==> config.mk <==
export PLATFORM = sky130hd
export DESIGN_NAME = cpu_sequencer
export DESIGN_NICKNAME = d
export VERILOG_FILES = /design/src/rtl/cpu_sequencer.sv
export SDC_FILE = /design/constraint.sdc
export NUM_CORES = 1
export LEC_CHECK = 0
export CAP_MARGIN = 20
export CORE_ASPECT_RATIO = 1.2
export CORE_MARGIN = 4
export CORE_UTILIZATION = 39
export DETAILED_ROUTE_END_ITERATION = 16
export GPL_TIMING_DRIVEN = 0
export PLACE_DENSITY = 0.71
export SYNTH_ARGS = -nofsm -noshare
export SYNTH_HDL_FRONTEND = slang
export SYNTH_SLANG_ARGS = --single-unit
==> constraint.sdc <==
create_clock -name clk -period 2 [get_ports clk]
set_input_delay 0.3 -clock clk [delete_from_list [all_inputs] [get_ports clk]]
set_output_delay 0.3 -clock clk [all_outputs]
set_load 0.01 [all_outputs]
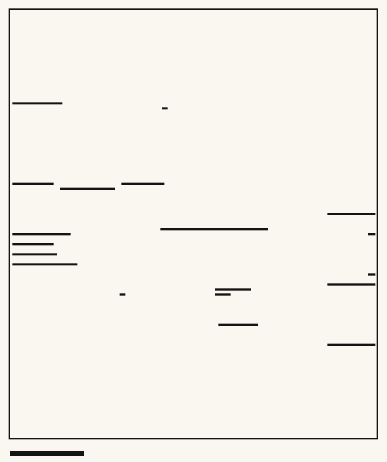
**Above:** run 1 (M3 wires).
Bar = 10 um.
main direction: horizontal
nets with wire on the layer: 16
share of all routed wire: 5.5%
total routed wirelength: 1790 um
GRT met3 Usage: 0.0283
Via Count: 721

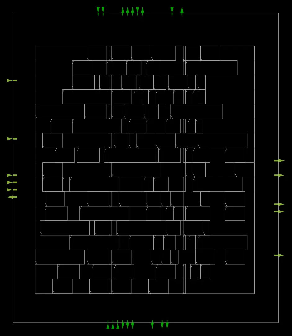
**Above:** run 1 (placement view).
fraction of standard cell area that is sequential: 0.344
sequential cell count: 16
number of non-filler instances in the completed layout: 128
core area: 0.00189 sq mm

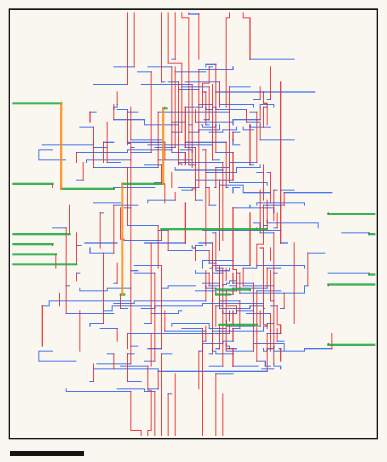
**Above:** run 1 (metal layers overlaid).
Bar = 10 um.
[red] M2 | wire length: 892 um
[green] M3 | wire length: 97.8 um
[blue] M1 | wire length: 762 um
[orange] M4 | wire length: 36.7 um
average detailed-routed wire length per instance: 14.0 um
aggregate global-route resource usage: 0.139

==> run notes, run 1 <==
Update from the flow run.

The data arrival time reported for the critical path is 1.61 ns. The sum of met2 wire segment lengths after detailed routing is 891 um. The number of buffer and inverter stages on the critical path is 2. The setup slack of the most critical reg-to-reg path is 0.39 ns.

The fraction of final cell area spent on non-clock buffers in this run is 0.277. The script computed the net switching share of total power as 0.371. The share of total power dissipated in the clock network is 0.115. Per the placement report, the placed cell count is 122. 0 antenna diodes ended up in the layout.

The DRC violation total left in the routed layout is recorded as 0. The dominant power group is combinational cells. The die footprint is 0.00286 sq mm.

The final net count is 123. The global-route met2 utilization is 0.223. Gates resized during post-CTS repair numbered 1. The standard cell area after detailed placement is 0.00111 sq mm.

The finished layout reports a core utilization of 0.620. The final number of hold-violating endpoints is 0. The slew at the pin closest to its max-slew limit is 0.590 ns.

The run finished with clean final reports. The top cell types in the final layout, fill and taps aside, are 27 x sky130_fd_sc_hd__clkdlybuf4s50_1, 13 x sky130_fd_sc_hd__dfrtp_1, 8 x sky130_fd_sc_hd__mux2_2. Per STA, the worst path is made up of nor2_2 > nand2_1 > inv_2 > clkdlybuf4s50_1. The warning total across the stage logs is 26.

Across the VDD grid, the largest voltage drop is 0.891 mV. The number of clock sinks is 16. The total area of sequential cells is 404 sq um. In the synthesized netlist the async set-or-reset flop fraction comes to 1.00.

In the CTS report, the clock slew at the register clock pins of the worst setup and hold paths is listed as 0.10 ns. Note, the detailed placer reported a final HPWL of 1330 um. Across all hold checks on the routed design, the worst slack comes to 0.359 ns. The worst setup path is launched from a flip-flop.

The number of design-rule violations left by the first detailed-router iteration is 8. The per-cell via count in the routed design is 5.63. The synthesized design contains 0 enable-type register cells. The flow reports an fmax of 525 MHz. The data required time reported for the critical path is 1.70 ns. In this run the power density over the cells is 1610 mW/mm^2. Global route summary, busiest routing layer listed as met2. The standard-cell row count is 17.

The power drawn by the sequential cells is 679 uW. The number of hold buffers added after CTS is 0. The cell area that synthesis handed to floorplanning was 807 sq um. Counting the buffers created by CTS gives 3.
## run 1: worst reg2reg max path: stages (launching register included)
cell and delay (ns):
sky130_fd_sc_hd__dfrtp_2 0.40, sky130_fd_sc_hd__buf_4 0.12, sky130_fd_sc_hd__and2b_1 0.19, sky130_fd_sc_hd__a221o_1 0.32, sky130_fd_sc_hd__buf_6 0.14, sky130_fd_sc_hd__a311oi_1 0.26
sky130_fd_sc_hd__a31oi_1 0.06
## run 1: logic make-up (layout without fill, tap and decap cells)
kind of cell,Yosys count,count (layout),synth area share
buffers and inverters,8,42,0.0573
adder cells (fa/ha/maj),1,1,0.0155
multiplexers,8,8,0.112
AND-OR/OR-AND,20,20,0.171
flip-flops,16,16,0.496
AND/OR/NAND/NOR,22,22,0.149
## Run 2: what changed since run 1
- ABC_CLOCK_PERIOD_IN_PS: default -> 2000
- GPL_TIMING_DRIVEN: 0 -> 1
- SLEW_MARGIN: default -> 20
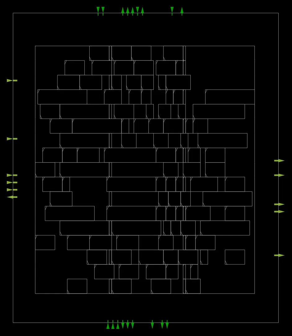
**Above:** run 2 (placement view).
fraction of standard cell area that is sequential: 0.352
tapcell count: 19
Filler Cell Count: 161

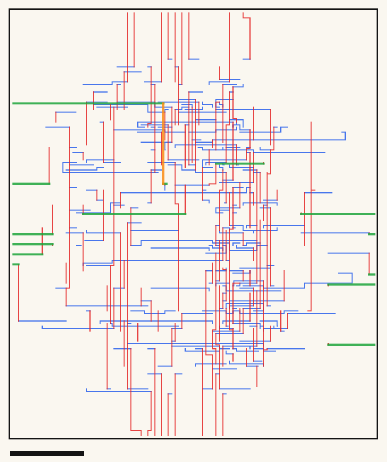
**Above:** run 2 (metal layers overlaid).
Bar = 10 um.
[blue] M1 | wire length: 786 um
[red] M2 | wire length: 858 um
[orange] M4 | wire length: 10.9 um
[green] M3 | wire length: 84.4 um
aggregate global-route resource usage: 0.125
average detailed-routed wire length per instance: 13.9 um
total routed wirelength: 1740 um
Via Count: 670

==> run 2 against run 1 <==
Final cell count fell by 2.3%; synthesized area did not move; fmax fell by 1.2%; register-to-register slack got worse by 0.06 ns; clock power fell by 6%; first-iteration DRC count rose by 38%; critical endpoint unchanged; largest power group unchanged.
==> run notes, run 2 <==
Update from the flow run.

Of all the cell area in the finished design, non-clock buffers hold 0.260. The clock network fraction of design power is 0.111. For this design, the CTS-stage hold fixing added 0 buffers. Wire segments on met2 add up to 857 um in the final route.

The data required time reported for the critical path is 1.70 ns. The script reports the combined buffer and inverter count of the critical path as 2. In this run the tools logged warnings totalling 26.

For the worst setup path, the data arrival time is 1.63 ns. Detailed-route iteration 0 reported a violation count of 11. For reference, the clock transition at the flip-flops on the worst setup and hold paths is 0.09 ns. The report lists the cells along the critical path as nor2_2 > nand2_1 > inv_2 > clkdlybuf4s50_1. The total number of sequential cells is 16. The DRC violation count after routing is 0. The die footprint is 0.00286 sq mm. In this run, power in flip-flops and latches comes to 680 uW. The script computed a power per unit cell area of 1620 mW/mm^2. The cell-mix breakdown from Yosys lists the adder-cell area share as 0.0155. The standard-cell row count is 17. Summing all placed instances gives a cell area of 0.00108 sq mm. The flow ran to the end, and the final reports show no timing, DRC or antenna violations.

For this run, the script counts the antenna cells in the layout as 0. For reference, the final report shows the hold violation count at 0. The library cells used most frequently in the layout, excluding fill and tap cells, are 27 x sky130_fd_sc_hd__clkdlybuf4s50_1, 14 x sky130_fd_sc_hd__dfrtp_1, 8 x sky130_fd_sc_hd__mux2_2. The number of clock sinks is 16.

The summed instance area of the synthesized netlist is 807 sq um. The highest-utilization routing layer at the global route stage is met2. The post-synthesis mux area share is 0.112. Across the VDD grid, the largest voltage drop is 0.799 mV. At the end of the flow, the number of nets in the layout was 120. met3 track demand over resource after global routing is 0.0488.

Buffers inserted during clock tree synthesis total 3. The share of the synthesized netlist area taken by xor and xnor gates is 0.
[run 2: timing repair]
action                     in CTS  in global routing
setup buffers                   0                  2
gates resized                   0                  4
setup endpoints to repair       0                  3
[run 2: stage by stage]
| step | worst slack (ns) | power (mW) | std cells |
|---|---|---|---|
| after floorplan | 0.390 | 1.20 | 75 |
| after global placement | 0.309 | 1.60 | 119 |
| after detailed placement | 0.281 | 1.62 | 119 |
| after CTS | 0.00829 | 1.83 | 123 |
| after global routing | 0.00301 | 1.99 | 125 |
| final | 0.0719 | 1.85 | 125 |
[run 2: logic make-up (layout without fill, tap and decap cells)]
logic type      count (synthesis)  count (layout)
fa+ha+maj                       1               1
flops                          16              16
simple gates                   22              22
buf+inv                         8              39
mux                             8               8
compound gates                 20              20
Power and IR drop assume default switching activity.
